**src/rtl/div_iter_pkg.sv**
```systemverilog
// Shared op encodings, FSM state type and width defaults for the iterative divider.
package div_iter_pkg;
  localparam int DIV_XLEN = 32;

  localparam logic [1:0] DIV_OP_DIV  = 2'b00;
  localparam logic [1:0] DIV_OP_DIVU = 2'b01;
  localparam logic [1:0] DIV_OP_REM  = 2'b10;
  localparam logic [1:0] DIV_OP_REMU = 2'b11;

  typedef enum logic [1:0] {
    S_IDLE = 2'd0,
    S_CALC = 2'd1,
    S_FIX  = 2'd2,
    S_DONE = 2'd3
  } div_state_t;

  // Bit 0 clear means a signed op; bit 1 set selects the remainder.
  function automatic logic op_is_signed(input logic [1:0] op);
    return ~op[0];
  endfunction

  function automatic logic op_is_rem(input logic [1:0] op);
    return op[1];
  endfunction
endpackage

```
**src/rtl/div_iter_if.sv**
```systemverilog
// EX-stage to divider handshake: request, operands, busy/done and result.
interface div_iter_if #(
  parameter int XLEN = div_iter_pkg::DIV_XLEN
);
  logic            div_start_i;
  logic            div_cancel_i;
  logic [1:0]      div_op_i;
  logic [XLEN-1:0] div_op1_i;
  logic [XLEN-1:0] div_op2_i;
  logic            div_busy_o;
  logic            div_done_o;
  logic [XLEN-1:0] div_res_o;

  modport master (
    output div_start_i, div_cancel_i, div_op_i, div_op1_i, div_op2_i,
    input  div_busy_o, div_done_o, div_res_o
  );

  modport slave (
    input  div_start_i, div_cancel_i, div_op_i, div_op1_i, div_op2_i,
    output div_busy_o, div_done_o, div_res_o
  );
endinterface

```
**src/rtl/div_step.sv**
```systemverilog
// One restoring division step: shift in a dividend bit, trial-subtract the divisor.
module div_step #(
  parameter int XLEN = 32
) (
  input  logic [XLEN:0]   rem_i,
  input  logic [XLEN-1:0] dvsr_i,
  input  logic            msb_i,
  output logic [XLEN:0]   rem_o,
  output logic            q_o
);
  logic [XLEN+1:0] shifted;
  logic [XLEN+1:0] diff;

  assign shifted = {rem_i, msb_i};
  assign diff    = shifted - {2'b00, dvsr_i};
  assign q_o     = ~diff[XLEN+1];
  assign rem_o   = q_o ? diff[XLEN:0] : shifted[XLEN:0];
endmodule

```
**src/rtl/div_iter.sv**
```systemverilog
// Iterative restoring divider for DIV/DIVU/REM/REMU, BPC quotient bits per cycle.
module div_iter
  import div_iter_pkg::*;
#(
  parameter int XLEN = DIV_XLEN,
  parameter int BPC  = 1
) (
  input logic       clk,
  input logic       rst_n,
  div_iter_if.slave bus
);
  localparam int N  = XLEN / BPC;
  localparam int CW = $clog2(N + 1);
  localparam logic [XLEN-1:0] MIN_NEG = {1'b1, {(XLEN-1){1'b0}}};

  div_state_t      state_q;
  logic [XLEN:0]   rem_q;
  logic [XLEN-1:0] dvd_q, dvs_q, res_q;
  logic [CW-1:0]   cnt_q;
  logic            neg_q_q, neg_r_q, sel_rem_q, busy_q, done_q;

  // Operand decode at start
  logic            sgn, s1, s2, div0, ovf;
  logic [XLEN-1:0] abs1, abs2, spec_res;

  assign sgn      = op_is_signed(bus.div_op_i);
  assign s1       = sgn & bus.div_op1_i[XLEN-1];
  assign s2       = sgn & bus.div_op2_i[XLEN-1];
  assign abs1     = s1 ? -bus.div_op1_i : bus.div_op1_i;
  assign abs2     = s2 ? -bus.div_op2_i : bus.div_op2_i;
  assign div0     = (bus.div_op2_i == '0);
  assign ovf      = sgn && (bus.div_op1_i == MIN_NEG) && (bus.div_op2_i == '1);
  // Both special cases share q/r shapes: q is ones or op1, r is op1 or zero.
  assign spec_res = op_is_rem(bus.div_op_i) ? (div0 ? bus.div_op1_i : '0)
                                            : (div0 ? '1 : bus.div_op1_i);

  // BPC chained steps; quotient bits fill the vacated dividend LSBs
  logic [BPC:0][XLEN:0] rem_ch;
  logic [BPC-1:0]       q_bits;
  logic [XLEN-1:0]      dvd_nxt;

  assign rem_ch[0] = rem_q;

  for (genvar j = 0; j < BPC; j++) begin : g_step
    div_step #(.XLEN(XLEN)) u_step (
      .rem_i  (rem_ch[j]),
      .dvsr_i (dvs_q),
      .msb_i  (dvd_q[XLEN-1-j]),
      .rem_o  (rem_ch[j+1]),
      .q_o    (q_bits[BPC-1-j])
    );
  end

  assign dvd_nxt = {dvd_q[XLEN-BPC-1:0], q_bits};

  logic [XLEN-1:0] q_fix, r_fix;
  assign q_fix = neg_q_q ? -dvd_q : dvd_q;
  assign r_fix = neg_r_q ? -rem_q[XLEN-1:0] : rem_q[XLEN-1:0];

  always_ff @(posedge clk or negedge rst_n) begin
    if (!rst_n) begin
      state_q   <= S_IDLE;
      rem_q     <= '0;
      dvd_q     <= '0;
      dvs_q     <= '0;
      res_q     <= '0;
      cnt_q     <= '0;
      neg_q_q   <= 1'b0;
      neg_r_q   <= 1'b0;
      sel_rem_q <= 1'b0;
      busy_q    <= 1'b0;
      done_q    <= 1'b0;
    end else begin
      done_q <= 1'b0;
      if (bus.div_cancel_i) begin
        state_q <= S_IDLE;
        busy_q  <= 1'b0;
      end else begin
        case (state_q)
          S_IDLE: if (bus.div_start_i) begin
            busy_q    <= 1'b1;
            sel_rem_q <= op_is_rem(bus.div_op_i);
            neg_q_q   <= s1 ^ s2;
            neg_r_q   <= s1;
            dvd_q     <= abs1;
            dvs_q     <= abs2;
            rem_q     <= '0;
            cnt_q     <= CW'(N);
            if (div0 || ovf) begin
              res_q   <= spec_res;
              done_q  <= 1'b1;
              state_q <= S_DONE;
            end else begin
              state_q <= S_CALC;
            end
          end
          S_CALC: begin
            rem_q <= rem_ch[BPC];
            dvd_q <= dvd_nxt;
            cnt_q <= cnt_q - CW'(1);
            if (cnt_q == CW'(1)) state_q <= S_FIX;
          end
          S_FIX: begin
            res_q   <= sel_rem_q ? r_fix : q_fix;
            done_q  <= 1'b1;
            state_q <= S_DONE;
          end
          S_DONE: begin
            busy_q  <= 1'b0;
            state_q <= S_IDLE;
          end
          default: state_q <= S_IDLE;
        endcase
      end
    end
  end

  assign bus.div_busy_o = busy_q;
  assign bus.div_done_o = done_q;
  assign bus.div_res_o  = res_q;
endmodule

```
**src/flat_wrapper.sv**
```systemverilog
// flat-port wrapper written by rule: the top's interface ports become plain ports
module div_iter_flat import div_iter_pkg::*;
#(
  parameter int XLEN = DIV_XLEN,
  parameter int BPC  = 1
)
  (clk, rst_n, bus_div_start_i, bus_div_cancel_i, bus_div_op_i, bus_div_op1_i, bus_div_op2_i, bus_div_busy_o, bus_div_done_o, bus_div_res_o);
  div_iter_if #(.XLEN(XLEN)) bus_i ();
  input logic clk;
  input logic rst_n;
  input wire logic [$bits(bus_i.div_start_i)-1:0] bus_div_start_i;
  input wire logic [$bits(bus_i.div_cancel_i)-1:0] bus_div_cancel_i;
  input wire logic [$bits(bus_i.div_op_i)-1:0] bus_div_op_i;
  input wire logic [$bits(bus_i.div_op1_i)-1:0] bus_div_op1_i;
  input wire logic [$bits(bus_i.div_op2_i)-1:0] bus_div_op2_i;
  output wire logic [$bits(bus_i.div_busy_o)-1:0] bus_div_busy_o;
  output wire logic [$bits(bus_i.div_done_o)-1:0] bus_div_done_o;
  output wire logic [$bits(bus_i.div_res_o)-1:0] bus_div_res_o;
  assign bus_i.div_start_i = bus_div_start_i;
  assign bus_i.div_cancel_i = bus_div_cancel_i;
  assign bus_i.div_op_i = bus_div_op_i;
  assign bus_i.div_op1_i = bus_div_op1_i;
  assign bus_i.div_op2_i = bus_div_op2_i;
  assign bus_div_busy_o = bus_i.div_busy_o;
  assign bus_div_done_o = bus_i.div_done_o;
  assign bus_div_res_o = bus_i.div_res_o;
  div_iter #(.XLEN(XLEN), .BPC(BPC)) u_core (.clk(clk), .rst_n(rst_n), .bus(bus_i));
endmodule
```
**config.mk**
```make
export PLATFORM = sky130hd
export DESIGN_NAME = div_iter_flat
export DESIGN_NICKNAME = d
export VERILOG_FILES = /design/src/rtl/div_iter_pkg.sv /design/src/rtl/div_iter_if.sv /design/src/rtl/div_step.sv /design/src/rtl/div_iter.sv /design/src/flat_wrapper.sv
export SDC_FILE = /design/constraint.sdc
export NUM_CORES = 1
export LEC_CHECK = 0
export ABC_CLOCK_PERIOD_IN_PS = 8800
export CELL_PAD_IN_SITES_DETAIL_PLACEMENT = 0
export CELL_PAD_IN_SITES_GLOBAL_PLACEMENT = 1
export CORE_ASPECT_RATIO = 0.8
export CORE_MARGIN = 3
export CORE_UTILIZATION = 30
export DETAILED_ROUTE_END_ITERATION = 16
export PLACE_DENSITY = 0.64
export SYNTH_ARGS = -nofsm -noshare
export SYNTH_HDL_FRONTEND = slang
export SYNTH_SLANG_ARGS = --single-unit
```
**constraint.sdc**
```tcl
create_clock -name clk -period 8.8 [get_ports clk]
set_input_delay 1.76 -clock clk [delete_from_list [all_inputs] [get_ports clk]]
set_output_delay 1.76 -clock clk [all_outputs]
set_load 0.02 [all_outputs]
```
==> out/summary.log, run 1 <==
[finish] antenna diode instance count 0
[route] total via count after detailed routing 10400
[job] count of max-cap constraint violations 0
[floorplanning] Placeable Area 36300 um^2
[cts] H-Tree Depth 4
[critical_path] Critical R2R Launch u_core.rem_q[22]
[hold_path] endpoint with the worst hold slack u_core.dvs_q[14]
[critical_path] Worst Setup End Kind flop
[finish] post-layout utilization of the core 0.363
[logic_synthesis] top cells, area sky130_fd_sc_hd__dfrtp_1, sky130_fd_sc_hd__o21ai_0, sky130_fd_sc_hd__xnor2_1, sky130_fd_sc_hd__nand2_1, sky130_fd_sc_hd__a21oi_1
[logic_synthesis] prevailing post-synth register cell sky130_fd_sc_hd__dfrtp_1
[floorplanning] die span in y 179 um
[final_timing] clock skew 0.0106 ns
[status] result of the run finished, final reports clean
[finish] area fraction of clock buffers and clock inverters 0.0454
[global_route] wire length of the first global-routing pass 57900 um
[logic_synthesis] Post-Synthesis Cells 1415
[global_route] Overall Global Routing Usage 0.185
[critical_path] type of origin of the critical path input pin
[finish] fraction of cell area in non-clock buffers 0.0841
[finish] Register Area 3550 um^2
[critical_path] Worst Path Class, Setup input pin to flop
[hold_path] cell depth of the worst hold path 2
[placed_design] number of placed instances, taps included 1921
[finish] inverters 58
[critical_path] WP data required 9.05 ns
[logic_synthesis] Post-synth regs 142
[finish] largest cell class by area logic gates
[power] leakage power figure 5.28 nW
[route] DR iter-0 viols 714
[finish] Flops 142
[final_timing] Max-Slew Margin vs Limit 0.202
[critical_path] flop-to-flop setup slack 4.84 ns
[final_timing] Hold Violations, Final 0
[finish] area grow syn2layout 17.7%
[placed_design] sum of net half-perimeters after detailed placement 27000 um
[logic_synthesis] number of enable flip-flop cells 0
[logic_synthesis] area share of the leading cell type in the synthesized netlist 0.318
[final_timing] Setup Viol. Count Final 0
[power] total combinational power 1.80 mW
[final_timing] final critical delay including setup and external delays 5.66 ns
[finish] share of cell area taken by multi-input logic gates 0.538
[logic_synthesis] XOR/XNOR Fraction of Synth Area 0.117
[route] total length of routed met2 wires 16600 um
[global_route] met3 usage in global routing 0.0234
[power] switching share of total power 0.440
[final_timing] final hold slack 0.478 ns
[logic_synthesis] count of cell types in the netlist 77
[finish] Clock Buffer Count 20
[finish] nonclk buf count 113
[critical_path] worst reg-to-reg path cell count 10
[logic_synthesis] post-synth area from yosys stat 11200 um^2
[power] switching power summed over all nets 1.62 mW
[cts] buffers from clock root to sink, at most 2
[power] worst supply voltage drop on vdd 0.146 mV
[floorplanning] inserted tap cell count 480
==> run 1: sequential cells by signal, summed over array words and instances (netlist names) <==
signal                 cells
u_core.bus.div_res_o      32
u_core.bus.div_done_o      1
u_core.dvd_q              32
u_core.neg_q_q             1
u_core.state_q             2
u_core.cnt_q               6
u_core.rem_q              33
u_core.neg_r_q             1
u_core.sel_rem_q           1
u_core.dvs_q              32
u_core.bus.div_busy_o      1
==> run 1: cell usage in the layout (no fill, tap or decap), types with 43 or more instances in the layout <==
| cell type | synthesis | routed |
|---|---|---|
| sky130_fd_sc_hd__ha_1 | 43 | 43 |
| sky130_fd_sc_hd__dfrtp_1 | 142 | 142 |
| sky130_fd_sc_hd__nor2_1 | 124 | 123 |
| sky130_fd_sc_hd__clkdlybuf4s50_1 | 0 | 102 |
| sky130_fd_sc_hd__o21ai_0 | 166 | 166 |
| sky130_fd_sc_hd__a21oi_1 | 114 | 114 |
| sky130_fd_sc_hd__xnor2_1 | 84 | 84 |
| sky130_fd_sc_hd__xor2_1 | 65 | 65 |
| sky130_fd_sc_hd__nand2_1 | 168 | 168 |
| sky130_fd_sc_hd__inv_1 | 56 | 56 |
==> run 1: worst max-delay path, cell delays in order <==
cell and delay (ns):
sky130_fd_sc_hd__clkdlybuf4s50_1 0.48, sky130_fd_sc_hd__or4_1 0.61, sky130_fd_sc_hd__or4_1 0.59, sky130_fd_sc_hd__nor3_2 0.41, sky130_fd_sc_hd__and4b_2 0.95, sky130_fd_sc_hd__o21bai_1 0.25, sky130_fd_sc_hd__nand2_1 0.15, sky130_fd_sc_hd__o21ai_4 0.48
sky130_fd_sc_hd__a21oi_1 0.18
Run 1, the metal 2 layer:
Scale: 1 px per um.
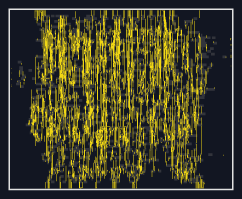
The longest straight run is 78.2 um. The layer carries 16600 um of wire. 1241 nets have wire on it.

Run 1, sequential cells colored by netlist name:
Scale: 2 px per um.
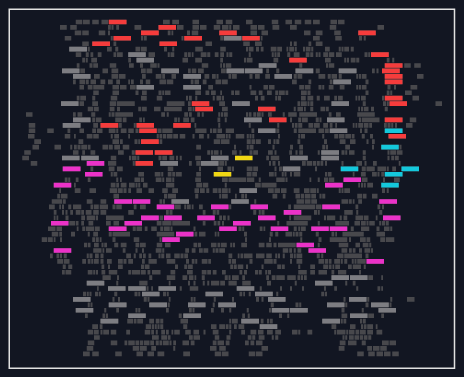
Key: u_core.cnt_q = cyan [sequential cells 6, where east]; u_core.state_q = yellow [sequential cells 2]; u_core.rem_q = magenta [sequential cells 33, where a horizontal strip, middle]; u_core.bus.div_res_o = red [sequential cells 32]
Another 69 sequential cells are not colored.

Run 1, gate families picked out:
Scale: 2 px per um.
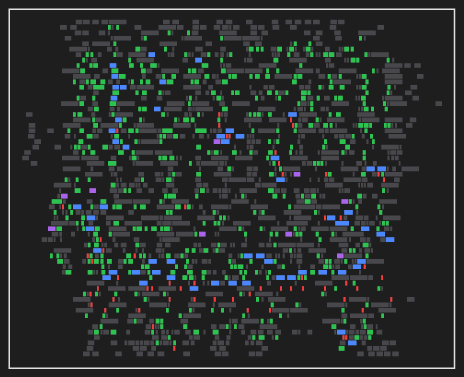
Key: mux cells = purple [cells 9]; fa/ha/maj cells = blue [cells 57]; inv cells = red [cells 58]; aoi and oai cells = green [cells 439]

--- run 2 (diff from run 1) ---
- ABC_CLOCK_PERIOD_IN_PS: 8800 -> 5700
- clock period: 8.8 -> 5.7 ns (I/O delays scaled with it)
Run 2, track usage over the die:
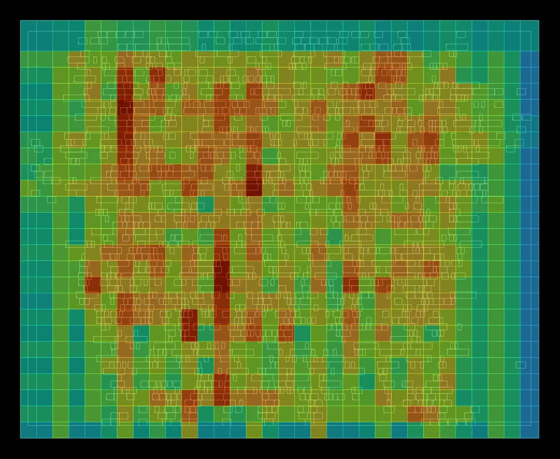
routing layer with the top usage in global route: met2
Routed WL per cell: 19.0 um
GR met1 Demand/Resource: 0.266
Overall Global Routing Usage: 0.186
met2 layer usage reported by global route: 0.300

Run 2, sequential cells colored by netlist name:
Scale: 2 px per um.
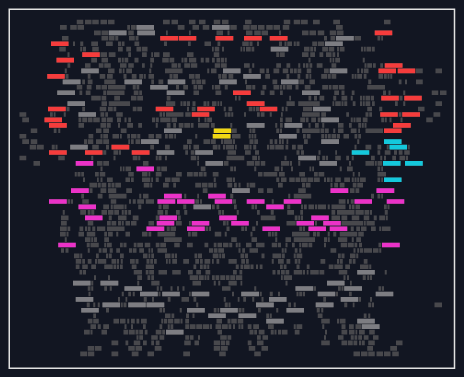
Key: u_core.rem_q = magenta [sequential cells 33, where a horizontal strip, middle]; u_core.state_q = yellow [sequential cells 2]; u_core.bus.div_res_o = red [sequential cells 32]; u_core.cnt_q = cyan [sequential cells 6, where east]

==> run 2 against run 1 <==
  * Global-route usage rose by 0.18 points
  * First-iteration DRC count grew 31%
  * Register-to-register slack lost 3.5 ns
  * Synthesized cell count unchanged
  * Largest cell class unchanged
  * Die size did not move
  * Hold slack gained 0.0022 ns
  * Count of clock-buffer cells in the layout is 3 higher
==> out/summary.log, run 2 <==
[global_route] number of antenna violations at the first check in global routing 0
[placed_design] sum of net half-perimeters after detailed placement 27100 um
[cts] H-Tree Depth 4
[critical_path] WP data required 6.06 ns
[logic_synthesis] prevailing post-synth register cell sky130_fd_sc_hd__dfrtp_1
[critical_path] largest stage delay on the critical path 0.61 ns
[hold_path] cell depth of the worst hold path 2
[logic_synthesis] top cells, area sky130_fd_sc_hd__dfrtp_1, sky130_fd_sc_hd__o21ai_0, sky130_fd_sc_hd__xnor2_1, sky130_fd_sc_hd__nand2_1, sky130_fd_sc_hd__a21oi_1
[hold_path] endpoint with the worst hold slack u_core.dvs_q[9]
[finish] area grow syn2layout 18.8%
[placed_design] global placer's final weighted congestion 0.854
[logic_synthesis] net count after synthesis 1529
[finish] Biggest register u_core.rem_q
[finish] number of flip-flops in the largest register 33
[finish] Final Net Count 1580
[critical_path] crit-path most repeated cell sky130_fd_sc_hd__or4_1
[logic_synthesis] post-synth area from yosys stat 11200 um^2
[logic_synthesis] Post-synth regs 142
[logic_synthesis] area share of the leading cell type in the synthesized netlist 0.318
[power] switching power summed over all nets 2.53 mW
[hold_path] Hold Crit Class flop to flop
[final_timing] Hold Violations, Final 0
[final_timing] final critical delay including setup and external delays 4.62 ns
[critical_path] cell with the largest stage delay on the worst path sky130_fd_sc_hd__or4_1
[cts] buffers from clock root to sink, at most 2
[power] P_int 3.29 mW
[floorplanning] Placeable Area 36300 um^2
[status] result of the run finished, final reports clean
[final_timing] Max-Slew Margin vs Limit 0.149
[job] count of max-cap constraint violations 0
[floorplanning] die span in y 179 um
[critical_path] cell family with the largest share of critical-path delay simple AND/OR/NAND/NOR gates
[route] total routed wirelength 37200 um
[logic_synthesis] count of cell types in the netlist 77
[cts] TritonCTS clock tree done
[critical_path] Critical R2R Launch u_core.rem_q[19]
[power] power density over cell area 438 nW/um^2
[finish] antenna diode instance count 0
[finish] Register Area 3550 um^2
[route] DR iter-0 viols 934
[critical_path] flop-to-flop setup slack 1.37 ns
[finish] post-layout utilization of the core 0.366
[logic_synthesis] number of enable flip-flop cells 0
[final_timing] clock skew 0.0101 ns
[power] leakage power figure 5.35 nW
[critical_path] CP Cell Sequence clkdlybuf4s50_1 -> or4_1 -> or4_1 -> nor3_2 -> and4b_2 -> buf_4 -> and2_1 -> nor2_1 -> o21ai_0 -> o221ai_1 -> o21ai_1
[critical_path] Worst Setup End Kind flop
[critical_path] worst reg-to-reg path cell count 10
[power] switching share of total power 0.435
[global_route] wire length of the first global-routing pass 58700 um
[critical_path] Worst Path Class, Setup input pin to flop
[power] total combinational power 2.80 mW
[critical_path] buffering stage count on the worst path with inverters included 2
[power] worst supply voltage drop on vdd 0.184 mV
[finish] highest-count cells in the layout ignoring fill and taps sky130_fd_sc_hd__nand2_1, sky130_fd_sc_hd__o21ai_0, sky130_fd_sc_hd__dfrtp_1
[final_timing] Setup Viol. Count Final 0
[placed_design] worst-case setup slack after placement 0.731 ns
[logic_synthesis] Synth Warn # 0
[global_route] via count of the first global-routing pass 10100
[final_timing] final hold slack 0.480 ns
[final_timing] max-slew violations 0
[finish] most frequent standard cell in the layout excluding fill and tap cells sky130_fd_sc_hd__nand2_1
[placed_design] number of placed instances, taps included 1927
[finish] # fillers 3778
[cts] Insertion Delay late pin 0.44 ns
[critical_path] type of origin of the critical path input pin
[floorplanning] standard-cell rows 62
[logic_synthesis] Post-Synthesis Cells 1415
[route] total via count after detailed routing 10600
## run 2: cell counts after synthesis
No cell type changed its count.
## run 2: tightest hold or removal path, stage by stage (launching register included)
cell	delay (ns)
sky130_fd_sc_hd__dfrtp_1	0.34
sky130_fd_sc_hd__nand2_1	0.04
sky130_fd_sc_hd__o21ai_0	0.06
## run 2: final cells by class
class,count,share of cell area
Timing Repair Buffer,119,0.0877
Sequential cell,142,0.267
Multi-Input combinational cell,1128,0.534
Clock inverter,9,0.0116
Tap cell,480,0.0452
Clock buffer,23,0.0382
Inverter,58,0.0164
## run 2: cells by family (layout without fill, tap and decap cells)
kind of cell,count (synthesis),in the layout,synth area share
AOI/OAI and AO/OA,462,462,0.254
and+or+nand+nor,451,451,0.191
xor gates and xnor gates,149,149,0.117
buffers and inverters,145,209,0.0507
DFF,142,142,0.318
adders and majority gates,57,57,0.0615
muxes,9,9,0.00817
## run 2: worst max path at each step
stage,from,endpoint,slack [ns],cells after the start
after CTS,bus_div_op2_i[5],u_core.bus.div_res_o[31],1.15,11
after global routing,bus_div_op2_i[5],u_core.bus.div_res_o[31],0.87,11
after detailed placement,bus_div_op2_i[5],u_core.bus.div_res_o[6],0.73,11
after floorplan,bus_div_op2_i[6],u_core.bus.div_res_o[18],2.05,10
final,bus_div_op2_i[5],u_core.bus.div_res_o[31],1.08,11
after global placement,bus_div_op2_i[5],u_core.bus.div_res_o[3],0.86,10
## run 2: per-layer routing
metal,vias to the layer above,global-route usage,part of all wire
met4,0,0.0440,0.014
met2,263,0.300,0.45
li1,5171,-,-
met3,28,0.0262,0.046
met5,-,0,0
met1,5159,0.266,0.49
--- run 3 (diff from run 2) ---
- ABC_CLOCK_PERIOD_IN_PS: 5700 -> 4350
- clock period: 5.7 -> 4.35 ns (I/O delays scaled with it)
Run 3, sequential cells colored by netlist name:
Scale: 2 px per um.
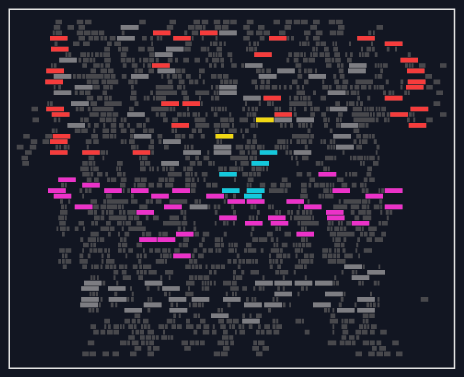
post-layout utilization of the core: 0.371
flop share of the area: 0.264
sequential group power: 2.31 mW
Register Area: 3550 um^2

Run 3, the metal 2 layer:
Scale: 1 px per um.
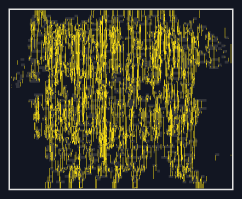
1281 nets have wire on it. The layer carries 16200 um of wire.

==> run 3 against run 2 <==
  * Synthesized area stayed put
  * Sequential cell count stayed put
  * Worst setup slack worse by 0.69 ns
  * First-iteration DRC count is 7.6% higher
  * Synthesized cell count stayed put
  * Global-route usage is 0.052 points lower
  * Hold slack worse by 0.011 ns
  * Clock power is 26% higher
  * Routed wire length is 0.88% lower
  * Sequential share of layout area is 0.36 points lower
  * Critical path type is now flop to flop
  * Largest cell class unchanged
==> out/summary.log, run 3 <==
[critical_path] Worst Path Class, Setup flop to flop
[global_route] via count of the first global-routing pass 10200
[placed_design] global placer's final weighted congestion 0.857
[critical_path] WP data required 4.69 ns
[final_timing] final critical delay including setup and external delays 3.96 ns
[route] Pre-antenna DRT Iters 5
[logic_synthesis] net count after synthesis 1529
[status] result of the run finished, final reports clean
[finish] Biggest register u_core.rem_q
[placed_design] sum of net half-perimeters after detailed placement 27400 um
[logic_synthesis] top cells, area sky130_fd_sc_hd__dfrtp_1, sky130_fd_sc_hd__o21ai_0, sky130_fd_sc_hd__xnor2_1, sky130_fd_sc_hd__nand2_1, sky130_fd_sc_hd__a21oi_1
[finish] Final Net Count 1605
[final_timing] Max-Slew Margin vs Limit 0.255
[floorplanning] standard-cell rows 62
[cts] TritonCTS clock tree done
[finish] antenna diode instance count 0
[logic_synthesis] Post-Synthesis Cells 1415
[route] Routed WL per cell 18.6 um
[power] power density over cell area 559 nW/um^2
[route] total via count after detailed routing 10600
[critical_path] flop-to-flop setup slack 0.39 ns
[cts] buffers from clock root to sink, at most 2
[critical_path] worst setup path startpoint u_core.rem_q[19]
[route] total length of routed met2 wires 16200 um
[floorplanning] die span in y 179 um
[finish] area grow syn2layout 20.4%
[finish] most frequent standard cell in the layout excluding fill and tap cells sky130_fd_sc_hd__nand2_1
[cts] H-Tree Depth 4
[finish] highest-count cells in the layout ignoring fill and taps sky130_fd_sc_hd__nand2_1, sky130_fd_sc_hd__o21ai_0, sky130_fd_sc_hd__dfrtp_1
[global_route] routing layer with the top usage in global route met2
[final_timing] final hold slack 0.469 ns
[global_route] met2 layer usage reported by global route 0.285
[cts] Insertion Delay late pin 0.43 ns
[critical_path] Worst Setup End Kind flop
[critical_path] worst reg-to-reg path cell count 10
[global_route] GR met1 Demand/Resource 0.272
[route] DR iter-0 viols 1005
[critical_path] type of origin of the critical path flop
[route] total routed wirelength 36900 um
[logic_synthesis] prevailing post-synth register cell sky130_fd_sc_hd__dfrtp_1
[hold_path] Hold Crit Class input pin to asynchronous set/reset pin
[global_route] wire length of the first global-routing pass 58600 um
[route] post-route met1 wirelength 18400 um
[critical_path] capture point of the worst path u_core.rem_q[5]
[critical_path] Critical R2R Launch u_core.rem_q[19]
[final_timing] f_max 252 MHz
[logic_synthesis] post-synth area from yosys stat 11200 um^2
[global_route] number of antenna violations at the first check in global routing 0
[placed_design] worst-case setup slack after placement 0.193 ns
[route] sum of met3 wire segment lengths after detailed routing 1430 um
[finish] # fillers 3818
[global_route] met3 usage in global routing 0.0265
[global_route] Overall Global Routing Usage 0.186
[logic_synthesis] count of cell types in the netlist 77
[logic_synthesis] Synth Warn # 0
[final_timing] clock skew 0.0120 ns
[logic_synthesis] Post-synth regs 142
[logic_synthesis] yosys cell count 1415
[final_timing] Setup Viol. Count Final 0
==> run 3: cells by family after synthesis <==
family	share of synthesized area
flip-flops	0.318
adder cells (fa/ha/maj)	0.0615
multiplexers	0.00817
buffers and inverters	0.0507
AND/OR/NAND/NOR	0.191
XOR/XNOR	0.117
AND-OR/OR-AND	0.254
==> run 3: critical path: stages (launching register included) <==
cell	delay, ns
sky130_fd_sc_hd__dfrtp_1	0.50
sky130_fd_sc_hd__ha_1	0.53
sky130_fd_sc_hd__nand3_1	0.17
sky130_fd_sc_hd__nor2_1	0.32
sky130_fd_sc_hd__nand3_1	0.17
sky130_fd_sc_hd__a211o_1	0.36
sky130_fd_sc_hd__nor4bb_1	0.16
sky130_fd_sc_hd__or4_2	0.92
sky130_fd_sc_hd__buf_12	0.27
sky130_fd_sc_hd__o31a_1	0.29
sky130_fd_sc_hd__o21ai_0	0.15
==> run 3: stage by stage <==
stage                      util  std cells  instance area [um^2]
final                     0.371       1984                 13500
after detailed placement  0.354       1952                 12800
after floorplan               -       1415                 11200
after global placement    0.354       1952                 12800
after CTS                 0.371       1984                 13500
after global routing      0.371       1984                 13500
==> run 3: area by class of cell <==
class / instances / area (um^2) / share of cell area
Clock buffer: 22 / 474 / 0.0352
Inverter: 58 / 218 / 0.0162
Clock inverter: 10 / 160 / 0.0119
Timing Repair Buffer: 144 / 1380 / 0.102
Multi-Input combinational cell: 1128 / 7090 / 0.526
Tap cell: 480 / 601 / 0.0446
Sequential cell: 142 / 3550 / 0.264
==> run 3: where the power goes <==
part           switching [mW]  leakage, nW  internal [mW]  total [mW]
registers               0.532         1.85           1.77        2.31
logic                    2.13         3.31           1.49        3.62
clock network           0.604        0.298           1.00        1.61
total                    3.27         5.45           4.27        7.54

==> layout pictures side by side <==
Close-up of the layout.
Window x 91 to 131, y 105 to 145 um. Cells in gray, sequential cells in the stronger gray; small squares are vias.
panel A
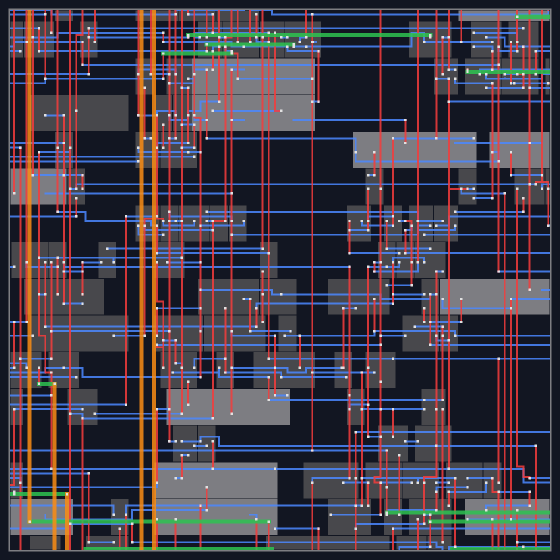
panel B
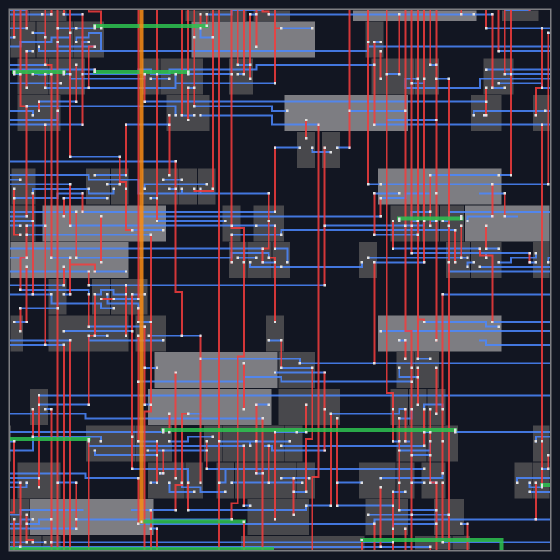
panel C
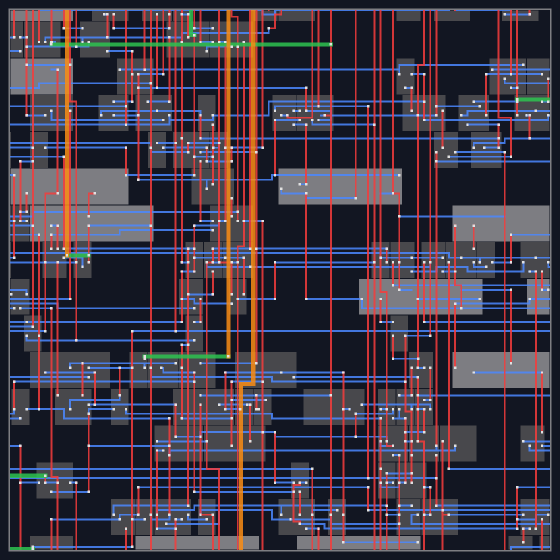
Panel A comes from run 3.
Panel C comes from run 1.
Panel B comes from run 2.

Key to panel A:
Key: M4 = orange; M1 = blue; M3 = green; M2 = red
Most frequent: nand2_1 (14), nor2_1 (10), dfrtp_1 (9). 85 logic cells have their middle in the window. Netlist names of flops here include u_core.dvd_q (3), u_core.state_q (2). Sequential cells in the window: 9.

No activity file was given, so power comes from the tool's default toggle rates.
